## src/rtl/branch_predictor_if.sv

```systemverilog
// Fetch / resolve / redirect bundle between the pipeline and branch_predictor.
// With BP_PERF_CNT_EN defined the bundle also carries the performance counters.
interface branch_predictor_if #(
    parameter int PC_WIDTH = 32
);
    logic                fetch_valid;
    logic [PC_WIDTH-1:0] fetch_pc;
    logic                pred_valid;
    logic                pred_taken;
    logic                res_valid;
    logic                res_is_branch;
    logic [PC_WIDTH-1:0] res_pc;
    logic                res_taken;
    logic                res_pred_taken;
    logic [PC_WIDTH-1:0] res_target;
    logic                mispredict;
    logic [PC_WIDTH-1:0] redirect_pc;
`ifdef BP_PERF_CNT_EN
    logic [31:0]         perf_branches;
    logic [31:0]         perf_mispredicts;

    modport master (
        output fetch_valid, fetch_pc,
        output res_valid, res_is_branch, res_pc, res_taken, res_pred_taken, res_target,
        input  pred_valid, pred_taken, mispredict, redirect_pc,
        input  perf_branches, perf_mispredicts
    );

    modport slave (
        input  fetch_valid, fetch_pc,
        input  res_valid, res_is_branch, res_pc, res_taken, res_pred_taken, res_target,
        output pred_valid, pred_taken, mispredict, redirect_pc,
        output perf_branches, perf_mispredicts
    );
`else
    modport master (
        output fetch_valid, fetch_pc,
        output res_valid, res_is_branch, res_pc, res_taken, res_pred_taken, res_target,
        input  pred_valid, pred_taken, mispredict, redirect_pc
    );

    modport slave (
        input  fetch_valid, fetch_pc,
        input  res_valid, res_is_branch, res_pc, res_taken, res_pred_taken, res_target,
        output pred_valid, pred_taken, mispredict, redirect_pc
    );
`endif
endinterface

```

## src/rtl/branch_predictor.sv

```systemverilog
// Bimodal branch direction predictor: 2-bit saturating counters indexed by PC,
// registered prediction and mispredict/redirect. Optional macro: BP_PERF_CNT_EN.
module branch_predictor #(
    parameter int         INDEX_BITS = 6,
    parameter int         PC_WIDTH   = 32,
    parameter logic [1:0] RESET_CTR  = 2'b01
) (
    input  logic              clk,
    input  logic              rst_n,
    branch_predictor_if.slave bus
);
    localparam int DEPTH = 1 << INDEX_BITS;

    // Saturating 2-bit counter step toward the resolved direction.
    function automatic logic [1:0] ctr_step(input logic [1:0] ctr, input logic taken);
        logic [1:0] nxt;
        case ({taken, ctr})
            3'b1_00: nxt = 2'b01;
            3'b1_01: nxt = 2'b10;
            3'b1_10: nxt = 2'b11;
            3'b1_11: nxt = 2'b11;
            3'b0_00: nxt = 2'b00;
            3'b0_01: nxt = 2'b00;
            3'b0_10: nxt = 2'b01;
            3'b0_11: nxt = 2'b10;
            default: nxt = RESET_CTR;
        endcase
        return nxt;
    endfunction

    logic [1:0]            ctr_r [DEPTH];
    logic [INDEX_BITS-1:0] fidx_s;
    logic [INDEX_BITS-1:0] ridx_s;
    logic                  upd_s;
    logic [1:0]            ctr_next_s;
    logic [1:0]            pred_ctr_s;
    logic                  mis_s;
    logic [PC_WIDTH-1:0]   redirect_next_s;
    logic                  pred_valid_r;
    logic                  pred_taken_r;
    logic                  mispredict_r;
    logic [PC_WIDTH-1:0]   redirect_pc_r;
    logic                  fetch_pc_unused_s;

    assign fetch_pc_unused_s = ^{bus.fetch_pc[PC_WIDTH-1:INDEX_BITS+2], bus.fetch_pc[1:0]};

    // Index extraction, counter update value and mispredict detection.
    always_comb begin
        fidx_s     = bus.fetch_pc[INDEX_BITS+1:2];
        ridx_s     = bus.res_pc[INDEX_BITS+1:2];
        upd_s      = bus.res_valid & bus.res_is_branch;
        ctr_next_s = ctr_step(ctr_r[ridx_s], bus.res_taken);
        mis_s      = upd_s & (bus.res_taken != bus.res_pred_taken);
        if (bus.res_taken) begin
            redirect_next_s = bus.res_target;
        end else begin
            redirect_next_s = bus.res_pc + PC_WIDTH'(3'd4);
        end
    end

    // Write-through bypass: a same-index update this edge is visible to the fetch.
    always_comb begin
        pred_ctr_s = ctr_r[fidx_s];
        if (upd_s && (ridx_s == fidx_s)) begin
            pred_ctr_s = ctr_next_s;
        end else begin
            pred_ctr_s = ctr_r[fidx_s];
        end
    end

    // Counter table storage.
    always_ff @(posedge clk or negedge rst_n) begin
        if (!rst_n) begin
            for (int i = 0; i < DEPTH; i++) begin
                ctr_r[i] <= RESET_CTR;
            end
        end else if (upd_s) begin
            ctr_r[ridx_s] <= ctr_next_s;
        end
    end

    // Registered prediction; direction holds across idle fetch cycles.
    always_ff @(posedge clk or negedge rst_n) begin
        if (!rst_n) begin
            pred_valid_r <= 1'b0;
            pred_taken_r <= 1'b0;
        end else begin
            pred_valid_r <= bus.fetch_valid;
            if (bus.fetch_valid) begin
                pred_taken_r <= pred_ctr_s[1];
            end
        end
    end

    // One-cycle mispredict pulse; redirect target holds between pulses.
    always_ff @(posedge clk or negedge rst_n) begin
        if (!rst_n) begin
            mispredict_r  <= 1'b0;
            redirect_pc_r <= '0;
        end else begin
            mispredict_r <= mis_s;
            if (mis_s) begin
                redirect_pc_r <= redirect_next_s;
            end
        end
    end

    assign bus.pred_valid  = pred_valid_r;
    assign bus.pred_taken  = pred_taken_r;
    assign bus.mispredict  = mispredict_r;
    assign bus.redirect_pc = redirect_pc_r;

`ifdef BP_PERF_CNT_EN
    logic [31:0] perf_branches_r;
    logic [31:0] perf_mispredicts_r;

    // Resolved-branch and mispredict event counters, wrapping at all-ones.
    always_ff @(posedge clk or negedge rst_n) begin
        if (!rst_n) begin
            perf_branches_r    <= 32'd0;
            perf_mispredicts_r <= 32'd0;
        end else begin
            if (upd_s) begin
                perf_branches_r <= perf_branches_r + 32'd1;
            end
            if (mis_s) begin
                perf_mispredicts_r <= perf_mispredicts_r + 32'd1;
            end
        end
    end

    assign bus.perf_branches    = perf_branches_r;
    assign bus.perf_mispredicts = perf_mispredicts_r;
`endif
endmodule

```

## src/flat_wrapper.sv

```systemverilog
// flat-port wrapper written by rule: the top's interface ports become plain ports
module branch_predictor_flat 
#(
    parameter int         INDEX_BITS = 6,
    parameter int         PC_WIDTH   = 32,
    parameter logic [1:0] RESET_CTR  = 2'b01
)
  (clk, rst_n, bus_fetch_valid, bus_fetch_pc, bus_res_valid, bus_res_is_branch, bus_res_pc, bus_res_taken, bus_res_pred_taken, bus_res_target, bus_pred_valid, bus_pred_taken, bus_mispredict, bus_redirect_pc);
  branch_predictor_if #(.PC_WIDTH(PC_WIDTH)) bus_i ();
  input  logic clk;
  input  logic rst_n;
  input wire logic [$bits(bus_i.fetch_valid)-1:0] bus_fetch_valid;
  input wire logic [$bits(bus_i.fetch_pc)-1:0] bus_fetch_pc;
  input wire logic [$bits(bus_i.res_valid)-1:0] bus_res_valid;
  input wire logic [$bits(bus_i.res_is_branch)-1:0] bus_res_is_branch;
  input wire logic [$bits(bus_i.res_pc)-1:0] bus_res_pc;
  input wire logic [$bits(bus_i.res_taken)-1:0] bus_res_taken;
  input wire logic [$bits(bus_i.res_pred_taken)-1:0] bus_res_pred_taken;
  input wire logic [$bits(bus_i.res_target)-1:0] bus_res_target;
  output wire logic [$bits(bus_i.pred_valid)-1:0] bus_pred_valid;
  output wire logic [$bits(bus_i.pred_taken)-1:0] bus_pred_taken;
  output wire logic [$bits(bus_i.mispredict)-1:0] bus_mispredict;
  output wire logic [$bits(bus_i.redirect_pc)-1:0] bus_redirect_pc;
  assign bus_i.fetch_valid = bus_fetch_valid;
  assign bus_i.fetch_pc = bus_fetch_pc;
  assign bus_i.res_valid = bus_res_valid;
  assign bus_i.res_is_branch = bus_res_is_branch;
  assign bus_i.res_pc = bus_res_pc;
  assign bus_i.res_taken = bus_res_taken;
  assign bus_i.res_pred_taken = bus_res_pred_taken;
  assign bus_i.res_target = bus_res_target;
  assign bus_pred_valid = bus_i.pred_valid;
  assign bus_pred_taken = bus_i.pred_taken;
  assign bus_mispredict = bus_i.mispredict;
  assign bus_redirect_pc = bus_i.redirect_pc;
  branch_predictor #(.INDEX_BITS(INDEX_BITS), .PC_WIDTH(PC_WIDTH), .RESET_CTR(RESET_CTR)) u_core (.clk(clk), .rst_n(rst_n), .bus(bus_i));
endmodule
```

## config.mk

```make
export PLATFORM = sky130hd
export DESIGN_NAME = branch_predictor_flat
export DESIGN_NICKNAME = d
export VERILOG_FILES = /design/src/rtl/branch_predictor_if.sv /design/src/rtl/branch_predictor.sv /design/src/flat_wrapper.sv
export SDC_FILE = /design/constraint.sdc
export NUM_CORES = 1
export LEC_CHECK = 0
export CAP_MARGIN = 20
export CORE_ASPECT_RATIO = 1.1
export CORE_MARGIN = 2
export CORE_UTILIZATION = 55
export DETAILED_ROUTE_END_ITERATION = 8
export GPL_ROUTABILITY_DRIVEN = 0
export PLACE_DENSITY = 0.84
export SETUP_SLACK_MARGIN = 0.5
export SLEW_MARGIN = 25
export SYNTH_ARGS = -nofsm -noshare
export SYNTH_HDL_FRONTEND = slang
export SYNTH_SLANG_ARGS = --single-unit
```

## constraint.sdc

```tcl
create_clock -name clk -period 2.83 [get_ports clk]
set_clock_uncertainty 0.2 [all_clocks]
set_input_delay 0.4245 -clock clk [delete_from_list [all_inputs] [get_ports clk]]
set_output_delay 0.4245 -clock clk [all_outputs]
set_load 0.02 [all_outputs]
```

==> results.py, run 1 <==
# Generated from Yosys and OpenROAD reports
metrics = {
    "yosys": {
        "netlist_area_um2": 9350,
        "synth_cell_types": 64,
        "synth_cells": 878,
        "synthTopCellsByArea": "dfrtp_1 26%, dfstp_2 18%, mux4_2 8.4%",
        "avgSynthCellArea_um2": 10.6,
        "synth_chip_area_um2": 9350,
        "ys.flops": 163,
        "synth_seq_share": 0.445,
        "largest_area_cell": "dfrtp_1",
        "yosysTopAreaCellShare": 0.265,
        "syn_nets": 982,
        "ff_type": "dfrtp_1",
        "yosys_cells": 878,
        "synth_warnings": 0,
        "async_flop_share": 1.00,
        "synth-edff-count": 0,
    },
    "setup_path": {
        "crit_arrival_ns": 2.93,
        "path_max_fanout": 37,
        "r2r_cells": 8,
        "end_kind": "flip-flop",
        "rrSetupSlack_ns": 0.07,
        "crit_type": "in2reg",
        "crit_required_ns": 2.99,
        "startpoint": "bus_res_pc[2]",
        "start_kind": "input port",
        "r2r-start": "u_core.ctr_r[47]",
        "crit_end": "u_core.ctr_r[102]",
        "r2r_end": "u_core.ctr_r[102]",
    },
    "routing": {
        "firstDrtPassIters": 6,
        "wl_um": 29800,
        "wl_per_cell_um": 22.5,
        "drc_errors": 0,
        "drtIter0Drc": 1020,
        "via_per_inst": 6.36,
        "postRouteAntennaNets": 0,
        "num_vias": 8406,
    },
    "floorplanning": {
        "pin_count": 138,
        "num_rows": 50,
        "die-width_um": 128,
        "core_area_um2": 16800,
        "initCoreUtil": 0.556,
        "die_h_um": 141,
        "dieArea_um2": 18100,
    },
    "global_routing": {
        "grt_max_degree": 73,
        "grt_pass1_wl_um": 44800,
        "grt_pass1_vias": 8237,
        "globalRouteOverflowTotal": 0,
        "antenna_found_initial": 0,
        "grtUsageTotal": 0.327,
    },
    "final_timing": {
        "tightest_slew_ns": 0.694,
        "period_used_share": 0.978,
        "rsz0062_at_grt": "yes",
        "worst_hold_slack_ns": 0.277,
        "maxSlewViolCount": 0,
        "max_slew_margin": 0.537,
        "period_minus_slack_ns": 2.77,
        "fmax_mhz": 361,
        "setup_viol": 0,
        "hold_viol_final": 0,
    },
    "clock_tree": {
        "cts_root_buffer": "clkbuf_16",
        "clk_path_buf_depth": 2,
        "htreeDepth": 4,
        "cts_tree": "done",
        "insertion_delay_ns": 0.44,
        "clkSinkCount": 163,
        "clk_pin_slew_ns": 0.07,
        "numCtsBuffers": 17,
    },
    "power": {
        "peakVddDrop_v": 0.000448,
        "p_leak_nw": 5.40,
        "power.density_nw_per_um2": 544,
    },
    "final_layout": {
        "drive_gt1_frac": 0.400,
        "final_common_cell": "nand2_1",
        "nNetsFinal": 1203,
        "fin_util": 0.758,
        "lay_top_cells": "141 x nand2_1, 115 x buf_4, 100 x clkdlybuf4s50_1, 99 x dfrtp_1, 91 x nor2_1",
        "area_delta_synth_final_pct": 36.3,
    },
    "min_path": {
        "hold_path_class": "in2reg",
        "hp-start": "bus_res_taken",
    },
    "placed_design": {
        "place.port_buffers": 111,
        "place_hpwl_um": 19000,
    },
    "flow_run": {
        "cap_violations": 0,
        "warnings": 55,
    },
    "run_status": {
        "status": "finished, final reports clean",
    },
}
run 1: cell type report:
| cell class | count | area (um^2) |
|---|---|---|
| diodes | 1 | 2.50 |
| inverters | 7 | 26.3 |
| fillers | 1001 | 4080 |
| flip-flops and latches | 163 | 4160 |
| repair buffers | 261 | 2550 |
| clock inverters | 13 | 185 |
| multi-input cells | 649 | 5130 |
| clock buffers | 19 | 433 |
| well taps | 208 | 260 |
run 1: flip-flops by register name (all words and copies together), names as in the netlist:
name / cells
u_core.bus.mispredict: 1
u_core.bus.pred_taken: 1
u_core.bus.redirect_pc: 32
u_core.ctr_r: 128
u_core.bus.pred_valid: 1
run 1: metal layers:
layer / share of wire / wire length (um) / vias to the layer above / GRT usage
met5: 0 / 0 / - / 0
met4: 0.073 / 2190 / 0 / 0.186
met3: 0.10 / 2970 / 195 / 0.0941
met2: 0.47 / 13900 / 603 / 0.523
met1: 0.36 / 10700 / 4038 / 0.395
li1: - / - / 3570 / -
run 1: worst max-delay path: stages:
cell and delay (ns):
buf_2 0.10, buf_12 0.17, buf_12 0.13, mux4_2 0.49
mux2i_1 0.19, nor2_1 0.07, a21oi_1 0.28, nand4_2 0.18
maj3_4 0.39, buf_12 0.18, mux2_2 0.28
run 1: logic make-up after synthesis:
logic type	synth area share
simple gates	0.152
flops	0.445
compound gates	0.0959
mux	0.228
buf+inv	0.0458
xor+xnor	0.0290
fa+ha+maj	0.00428
run 1: power by group:
part | leakage (nW) | switching [mW] | internal, mW
logic | 3.13 | 0.805 | 0.850
clock network | 0.297 | 0.976 | 1.48
registers | 1.98 | 0.178 | 2.65
run 1: worst min path at each step:
stage | slack [ns] | cells after the start | to
after floorplan | -0.07 | 0 | u_core.bus.mispredict
after global placement | 0.26 | 2 | u_core.bus.redirect_pc[18]
after detailed placement | 0.27 | 2 | u_core.bus.redirect_pc[15]
after CTS | 0.26 | 3 | u_core.bus.redirect_pc[2]
after global routing | 0.29 | 2 | u_core.bus.redirect_pc[12]
final | 0.28 | 3 | u_core.bus.redirect_pc[2]
run 1: repair_timing:
item,CTS,global route
hold endpoints to repair,51,0
endpoints found under the setup margin,146,143
hold buffers,1,0
cloned,3,3
buffers inserted,15,2
pin swaps,18,8
gates resized,50,31
run 1: cell usage after synthesis, types with 12 or more instances:
| cell | n |
|---|---|
| dfrtp_1 | 99 |
| mux2i_1 | 28 |
| mux2_4 | 51 |
| mux2_2 | 21 |
| buf_2 | 16 |
| dfstp_2 | 64 |
| nor2_1 | 92 |
| a21oi_1 | 59 |
| xor2_1 | 12 |
| xnor2_1 | 19 |
| nand2_1 | 142 |
| mux4_2 | 35 |
| o21ai_0 | 72 |
| nand3_1 | 17 |
| clkbuf_1 | 17 |
run 1: through the flow:
stage | setup slack (ns) | setup TNS, ns | instance area [um^2] | std cells | power [mW]
6_report | 0.0629 | 0 | 12700 | 1321 | 6.93
2_1_floorplan | 0.0754 | 0 | 9650 | 878 | 3.69
4_1_cts | 0.0999 | 0 | 12600 | 1315 | 6.87
5_1_grt | 0.0242 | 0 | 12700 | 1320 | 7.17
3_3_place_gp | -0.364 | -43.86 | 11600 | 1264 | 4.28
3_5_place_dp | -0.402 | -48.93 | 11600 | 1264 | 4.33
### Signal wires on met1, run 1

Scale: 3 px per um. Cells faint in the background.
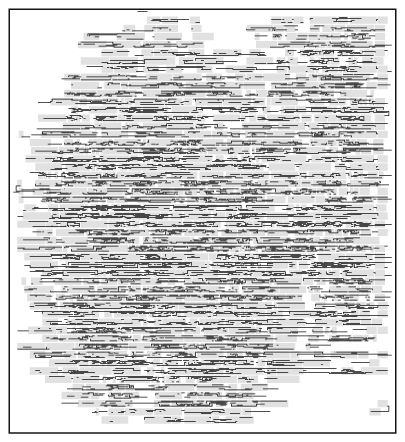
- nets with wire on the layer: 1084
- share of all routed wire: 36%
- wire length on this layer: 10700 um
- longest straight run: 33.6 um

### Met2 routing, run 1

Scale: 3 px per um.
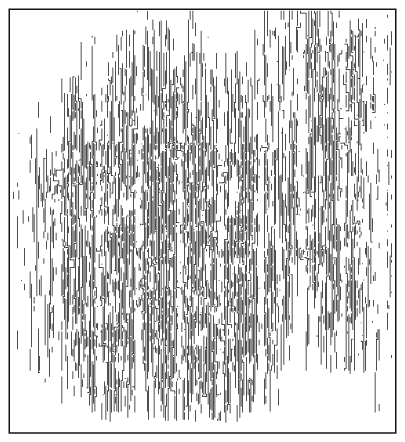
- share of all routed wire: 47%
- wire length on this layer: 13900 um
- longest straight run: 55.8 um
- nets with wire on the layer: 1070

### Signal wires on met3, run 1

Scale: 2 px per um. Cells faint in the background.
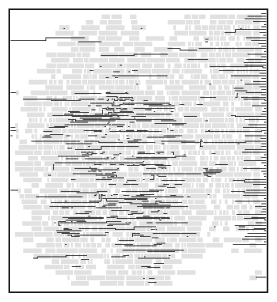
- nets with wire on the layer: 271
- wire length on this layer: 2970 um
- longest straight run: 45.1 um
- share of all routed wire: 10%

==> run 1 -> run 2 <==
- CORE_UTILIZATION: 55 -> 39
- PLACE_DENSITY: 0.84 -> 0.64
- clock period: 2.83 -> 2.9 ns (I/O delays scaled with it)
### Signal wires on met1, run 2

Scale: 2 px per um. Cells faint in the background.
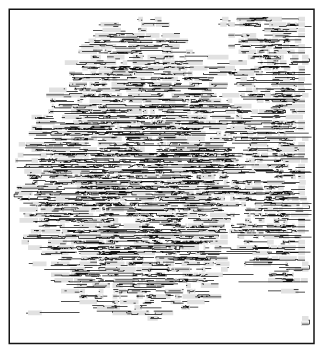
- share of all routed wire: 42%
- longest straight run: 36.3 um
- main direction: horizontal
- wire length on this layer: 12100 um
- nets with wire on the layer: 1056

==> results.py, run 2 <==
# Generated from Yosys and OpenROAD reports
metrics = {
    "final_timing": {
        "setup_viol": 0,
        "fin_ws_ns": 0.174,
        "max_slew_margin": 0.606,
        "tightest_slew_ns": 0.592,
        "worst_hold_slack_ns": 0.276,
        "fmax_mhz": 367,
        "rsz0062_at_grt": "yes",
        "period_used_share": 0.940,
        "period_minus_slack_ns": 2.73,
        "hold_viol_final": 0,
        "maxSlewViolCount": 0,
    },
    "final_layout": {
        "nNetsFinal": 1203,
        "final_common_cell": "nand2_1",
        "largest_reg_flops": 128,
        "n_fill_cell": 2025,
        "top_register": "u_core.ctr_r",
        "area_delta_synth_final_pct": 37.5,
        "final-seq-area_um2": 4160,
        "instances_no_fill": 1418,
        "logic_area_um2": 5060,
        "drive_gt1_frac": 0.383,
    },
    "routing": {
        "wl_um": 28500,
        "via_per_inst": 5.38,
        "postRouteAntennaNets": 0,
        "num_vias": 7622,
        "drc_errors": 0,
        "firstDrtPassIters": 6,
        "drtIter0Drc": 640,
    },
    "clock_tree": {
        "clkSinkCount": 163,
        "clk_pin_slew_ns": 0.07,
        "htreeDepth": 4,
        "insertion_delay_ns": 0.44,
        "numCtsBuffers": 17,
        "clk_path_buf_depth": 2,
        "cts_tree": "done",
    },
    "global_routing": {
        "grt_max_degree": 60,
        "antenna_found_initial": 1,
        "grt_pass1_wl_um": 43400,
        "globalRouteOverflowTotal": 0,
        "grtUsageTotal": 0.226,
    },
    "setup_path": {
        "start_kind": "flip-flop",
        "end_kind": "flip-flop",
        "crit_path_top_delay_cell": "dfstp_2",
        "max_stage_delay_ns": 0.53,
        "r2r_cells": 8,
        "r2r-start": "u_core.ctr_r[26]",
        "path_max_fanout": 24,
        "crit_type": "reg2reg",
        "rrSetupSlack_ns": 0.17,
        "crit_chain": "mux2i_1 -> mux4_2 -> a21oi_4 -> nor4_2 -> and4b_2 -> maj3_4 -> buf_12 -> mux2_4",
        "r2r_end": "u_core.ctr_r[108]",
    },
    "min_path": {
        "hp-start": "bus_res_taken",
        "hold_path_class": "in2reg",
        "min_path_cells": 3,
    },
    "yosys": {
        "synthAdderAreaFrac": 0.00428,
        "async_flop_share": 1.00,
        "yosys-top-cells-count": "142 x nand2_1, 99 x dfrtp_1, 92 x nor2_1",
        "largest_area_cell": "dfrtp_1",
        "synth_warnings": 0,
        "top_cell": "nand2_1",
        "synth_cell_types": 64,
        "syn_nets": 982,
        "topCombFamilyByArea": "multiplexers",
        "mux_share": 0.228,
        "synth-edff-count": 0,
        "synth_chip_area_um2": 9350,
        "ys.flops": 163,
        "yosys_cells": 878,
        "synthTopCellsByArea": "dfrtp_1 26%, dfstp_2 18%, mux4_2 8.4%",
        "avgSynthCellArea_um2": 10.6,
    },
    "placed_design": {
        "place_inst": 1367,
        "place_ws_ns": -0.486,
        "place.port_buffers": 111,
    },
    "power": {
        "p_switching_mw": 1.85,
        "power.density_nw_per_um2": 518,
        "peakVddDrop_v": 0.000427,
        "pwr-share-clk": 0.353,
        "p_leak_nw": 5.40,
        "comb_power_share": 0.236,
        "p_int_mw": 4.81,
    },
    "floorplanning": {
        "die-width_um": 152,
        "initCoreUtil": 0.396,
        "dieArea_um2": 25200,
        "core_area_um2": 23600,
    },
    "run_status": {
        "status": "finished, final reports clean",
    },
    "flow_run": {
        "cap_violations": 0,
        "warnings": 55,
    },
}
## run 2: area by class of cell
| type | instances | area share |
|---|---|---|
| diodes | 1 | 0.000195 |
| clock buffers | 24 | 0.0367 |
| clock inverters | 8 | 0.00983 |
| inverters | 7 | 0.00204 |
| multi-input cells | 649 | 0.393 |
| flip-flops and latches | 163 | 0.324 |
| well taps | 305 | 0.0297 |
| repair buffers | 261 | 0.205 |
## run 2: cell families after synthesis
group | after synthesis
buf+inv | 66
flops | 163
compound gates | 162
fa+ha+maj | 3
mux | 138
xor+xnor | 31
simple gates | 315
## run 2: power by group through the flow
| stage | clock (mW) | sequential (mW) | combinational, mW |
|---|---|---|---|
| finish | 2.35 | 2.74 | 1.57 |
| global route | 2.48 | 2.77 | 1.69 |
| CTS | 2.39 | 2.73 | 1.54 |
| detailed placement | 0 | 2.77 | 1.46 |
| global placement | 0 | 2.76 | 1.44 |
| floorplan | 0 | 2.86 | 0.739 |
## run 2: critical path: cells and delay by family, from the launching register on
family                   cells  cell delay, ns
buffers and inverters        1            0.18
multiplexers                 3            0.85
flip-flops                   1            0.53
adder cells (fa/ha/maj)      1            0.38
AND-OR/OR-AND                1            0.18
AND/OR/NAND/NOR              2            0.32
## run 2: metal layers
layer  wire length, um  vias to the layer above  track usage
met5                 0                        -            0
met4               782                        0       0.0705
met3              2290                       52       0.0464
met2             13400                      316        0.368
met1             12100                     3695        0.304
li1                  -                     3559            -
## run 2: how the worst max path moves through the flow
stage                         to  slack [ns]  cells past startpoint             start
2_1_floorplan   u_core.ctr_r[66]        0.13                     10     bus_res_pc[3]
3_3_place_gp    u_core.ctr_r[67]       -0.44                      9     bus_res_pc[3]
3_5_place_dp    u_core.ctr_r[67]       -0.49                      9     bus_res_pc[3]
4_1_cts        u_core.ctr_r[108]        0.18                      8  u_core.ctr_r[82]
5_1_grt         u_core.ctr_r[39]        0.11                      8  u_core.ctr_r[70]
6_report       u_core.ctr_r[108]        0.17                      8  u_core.ctr_r[26]
## run 2: per-stage QoR
stage	utilization	area [um^2]	TNS (ns)	total power [mW]
2_1_floorplan	-	9630	0	3.60
3_3_place_gp	0.498	11800	-55.94	4.21
3_5_place_dp	0.498	11800	-61.13	4.23
4_1_cts	0.536	12700	0	6.66
5_1_grt	0.544	12900	0	6.93
6_report	0.544	12900	0	6.66
## run 2: timing repair
item | CTS | global route
buffers inserted | 5 | 6
gates resized | 34 | 32
hold endpoints to repair | 43 | 0
gates cloned | 4 | 2
hold buffers | 1 | 0
setup endpoints to repair | 146 | 137
pin swaps | 7 | 8
==> run 2 -> run 3 <==
- CAP_MARGIN: 20 -> 0
### Signal wires on met3, run 3

Scale: 1.5 px per um. Cells faint in the background.
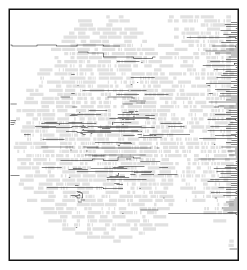
- longest straight run: 49.9 um
- wire length on this layer: 2290 um
- main direction: horizontal

==> results.py, run 3 <==
# Generated from Yosys and OpenROAD reports
metrics = {
    "clock_tree": {
        "numCtsBuffers": 17,
        "insertion_delay_ns": 0.44,
        "clk_path_buf_depth": 2,
        "clkSinkCount": 163,
        "cts_root_buffer": "clkbuf_16",
        "htreeDepth": 4,
        "clk_pin_slew_ns": 0.07,
        "cts_tree": "done",
    },
    "setup_path": {
        "r2r_end": "u_core.ctr_r[108]",
        "r2r-start": "u_core.ctr_r[26]",
        "max_stage_delay_ns": 0.53,
        "crit_path_top_delay_cell": "dfstp_2",
        "path_max_fanout": 24,
        "rrSetupSlack_ns": 0.17,
        "crit_required_ns": 3.06,
        "r2r_cells": 8,
        "crit_arrival_ns": 2.88,
        "start_kind": "flip-flop",
        "crit_type": "reg2reg",
        "crit_chain": "mux2i_1 -> mux4_2 -> a21oi_4 -> nor4_2 -> and4b_2 -> maj3_4 -> buf_12 -> mux2_4",
        "end_kind": "flip-flop",
    },
    "yosys": {
        "aoi_share": 0.0959,
        "syn_nets": 982,
        "synthTopCellsByArea": "dfrtp_1 26%, dfstp_2 18%, mux4_2 8.4%",
        "synth-edff-count": 0,
        "async_flop_share": 1.00,
        "synth_cell_types": 64,
        "largest_area_cell": "dfrtp_1",
        "mux_share": 0.228,
        "synthAdderAreaFrac": 0.00428,
        "yosysTopAreaCellShare": 0.265,
        "synth_seq_share": 0.445,
        "synth_cells": 878,
        "synth_warnings": 0,
        "ys.flops": 163,
        "netlist_area_um2": 9350,
        "xor_area_frac": 0.0290,
        "synth_chip_area_um2": 9350,
        "yosys-top-cells-count": "142 x nand2_1, 99 x dfrtp_1, 92 x nor2_1",
        "topCombFamilyByArea": "multiplexers",
        "ys_sh_simple": 0.152,
        "yosys_cells": 878,
        "top_cell": "nand2_1",
        "ff_type": "dfrtp_1",
        "avgSynthCellArea_um2": 10.6,
    },
    "run_status": {
        "status": "finished, final reports clean",
    },
    "routing": {
        "postRouteAntennaNets": 0,
        "num_vias": 7622,
        "drc_errors": 0,
        "via_per_inst": 5.38,
        "wl_per_cell_um": 20.1,
        "wl_um": 28500,
        "firstDrtPassIters": 6,
        "drtIter0Drc": 640,
    },
    "final_layout": {
        "instances_no_fill": 1418,
        "drive_gt1_frac": 0.383,
        "top_register": "u_core.ctr_r",
        "nNetsFinal": 1203,
        "lay_top_cells": "141 x nand2_1, 117 x buf_4, 99 x dfrtp_1, 98 x clkdlybuf4s50_1, 90 x nor2_1",
        "largest_reg_flops": 128,
        "final_common_cell": "nand2_1",
        "area_delta_synth_final_pct": 37.5,
    },
    "min_path": {
        "min_to": "u_core.bus.redirect_pc[4]",
        "min_path_cells": 3,
        "hp-start": "bus_res_taken",
        "hold_path_class": "in2reg",
    },
    "final_timing": {
        "period_minus_slack_ns": 2.73,
        "hold_viol_final": 0,
        "max_slew_margin": 0.606,
        "setup_viol": 0,
        "fmax_mhz": 367,
        "tightest_slew_ns": 0.592,
        "fin_ws_ns": 0.174,
        "rsz0062_at_grt": "yes",
        "worst_hold_slack_ns": 0.276,
        "maxSlewViolCount": 0,
        "period_used_share": 0.940,
    },
    "placed_design": {
        "place_inst": 1367,
        "place_hpwl_um": 19900,
        "place.port_buffers": 111,
        "place_ws_ns": -0.486,
    },
    "floorplanning": {
        "core_area_um2": 23600,
        "initCoreUtil": 0.396,
        "dieArea_um2": 25200,
        "pin_count": 138,
        "die-width_um": 152,
        "die_h_um": 166,
        "num_rows": 59,
    },
    "global_routing": {
        "grt_pass1_vias": 7550,
        "grtUsageTotal": 0.226,
        "antenna_found_initial": 1,
        "grt_max_degree": 60,
        "globalRouteOverflowTotal": 0,
        "grt_pass1_wl_um": 43400,
    },
    "power": {
        "power.density_nw_per_um2": 518,
        "p_total_mw": 6.66,
        "peakVddDrop_v": 0.000427,
        "p_leak_nw": 5.40,
    },
    "flow_run": {
        "warnings": 55,
        "cap_violations": 0,
    },
}
-- run 3: cell counts after synthesis --
Identical to the previous run, type by type.
-- run 3: worst max path at each step --
stage                     slack (ns)              from                 to
final                           0.17  u_core.ctr_r[26]  u_core.ctr_r[108]
after global placement         -0.44     bus_res_pc[3]   u_core.ctr_r[67]
after global routing            0.11  u_core.ctr_r[70]   u_core.ctr_r[39]
after floorplan                 0.13     bus_res_pc[3]   u_core.ctr_r[66]
after detailed placement       -0.49     bus_res_pc[3]   u_core.ctr_r[67]
after CTS                       0.18  u_core.ctr_r[82]  u_core.ctr_r[108]
-- run 3: worst max-delay path: cells and delay by family (launching register included) --
family | cells | cell delay, ns
compound gates | 1 | 0.18
fa+ha+maj | 1 | 0.38
buf+inv | 1 | 0.18
flops | 1 | 0.53
mux | 3 | 0.85
simple gates | 2 | 0.32
-- run 3: layer usage --
| layer | track usage | share of wire | vias to the layer above |
|---|---|---|---|
| met5 | 0 | 0 | - |
| met4 | 0.0705 | 0.027 | 0 |
| met3 | 0.0464 | 0.080 | 52 |
| met2 | 0.368 | 0.47 | 316 |
| met1 | 0.304 | 0.42 | 3695 |
| li1 | - | - | 3559 |
-- run 3: cell families after synthesis --
logic type               Yosys count
AND-OR/OR-AND                    162
XOR/XNOR                          31
adder cells (fa/ha/maj)            3
buffers and inverters             66
flip-flops                       163
multiplexers                     138
AND/OR/NAND/NOR                  315
-- run 3: through the flow --
| step | setup TNS, ns | util | area, um^2 |
|---|---|---|---|
| after detailed placement | -61.13 | 0.498 | 11800 |
| after CTS | 0 | 0.536 | 12700 |
| after floorplan | 0 | - | 9630 |
| final | 0 | 0.544 | 12900 |
| after global routing | 0 | 0.544 | 12900 |
| after global placement | -55.94 | 0.498 | 11800 |
-- run 3: final cells by class --
type / instances / area [um^2]
inverter: 7 / 26.3
fill: 2025 / 10800
clock buffer: 24 / 472
multi-input combinational: 649 / 5060
clock inverter: 8 / 126
tap: 305 / 382
timing repair buffer: 261 / 2630
sequential: 163 / 4160
antenna: 1 / 2.50
-- run 3: report_power, final --
part           total [mW]  internal, mW  switching, mW
Clock                2.35          1.40          0.951
Sequential           2.74          2.58          0.153
Combinational        1.57         0.822          0.749
Total                6.66          4.81           1.85
-- run 3: repair_timing --
item	4_1_cts	5_1_grt
gates resized	34	32
endpoints found under the hold margin	43	0
hold buffers	1	0
gates cloned	4	2
buffers inserted	5	6
setup endpoints to repair	146	137
pin swaps	7	8

==> layout pictures side by side <==
Track usage over the die.
Plate I
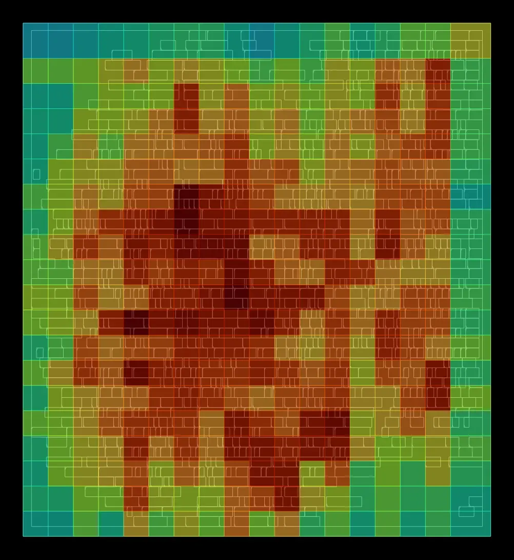
Plate II
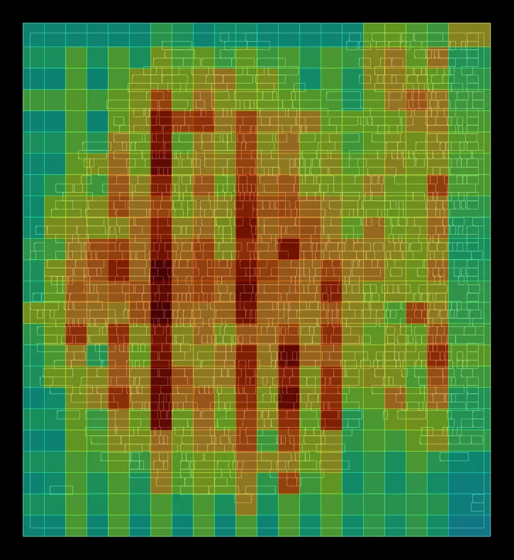
Of these, highest track usage: Plate I
Plate II: run 3
Plate I: run 1

Power is estimated from default activity; no workload was simulated.
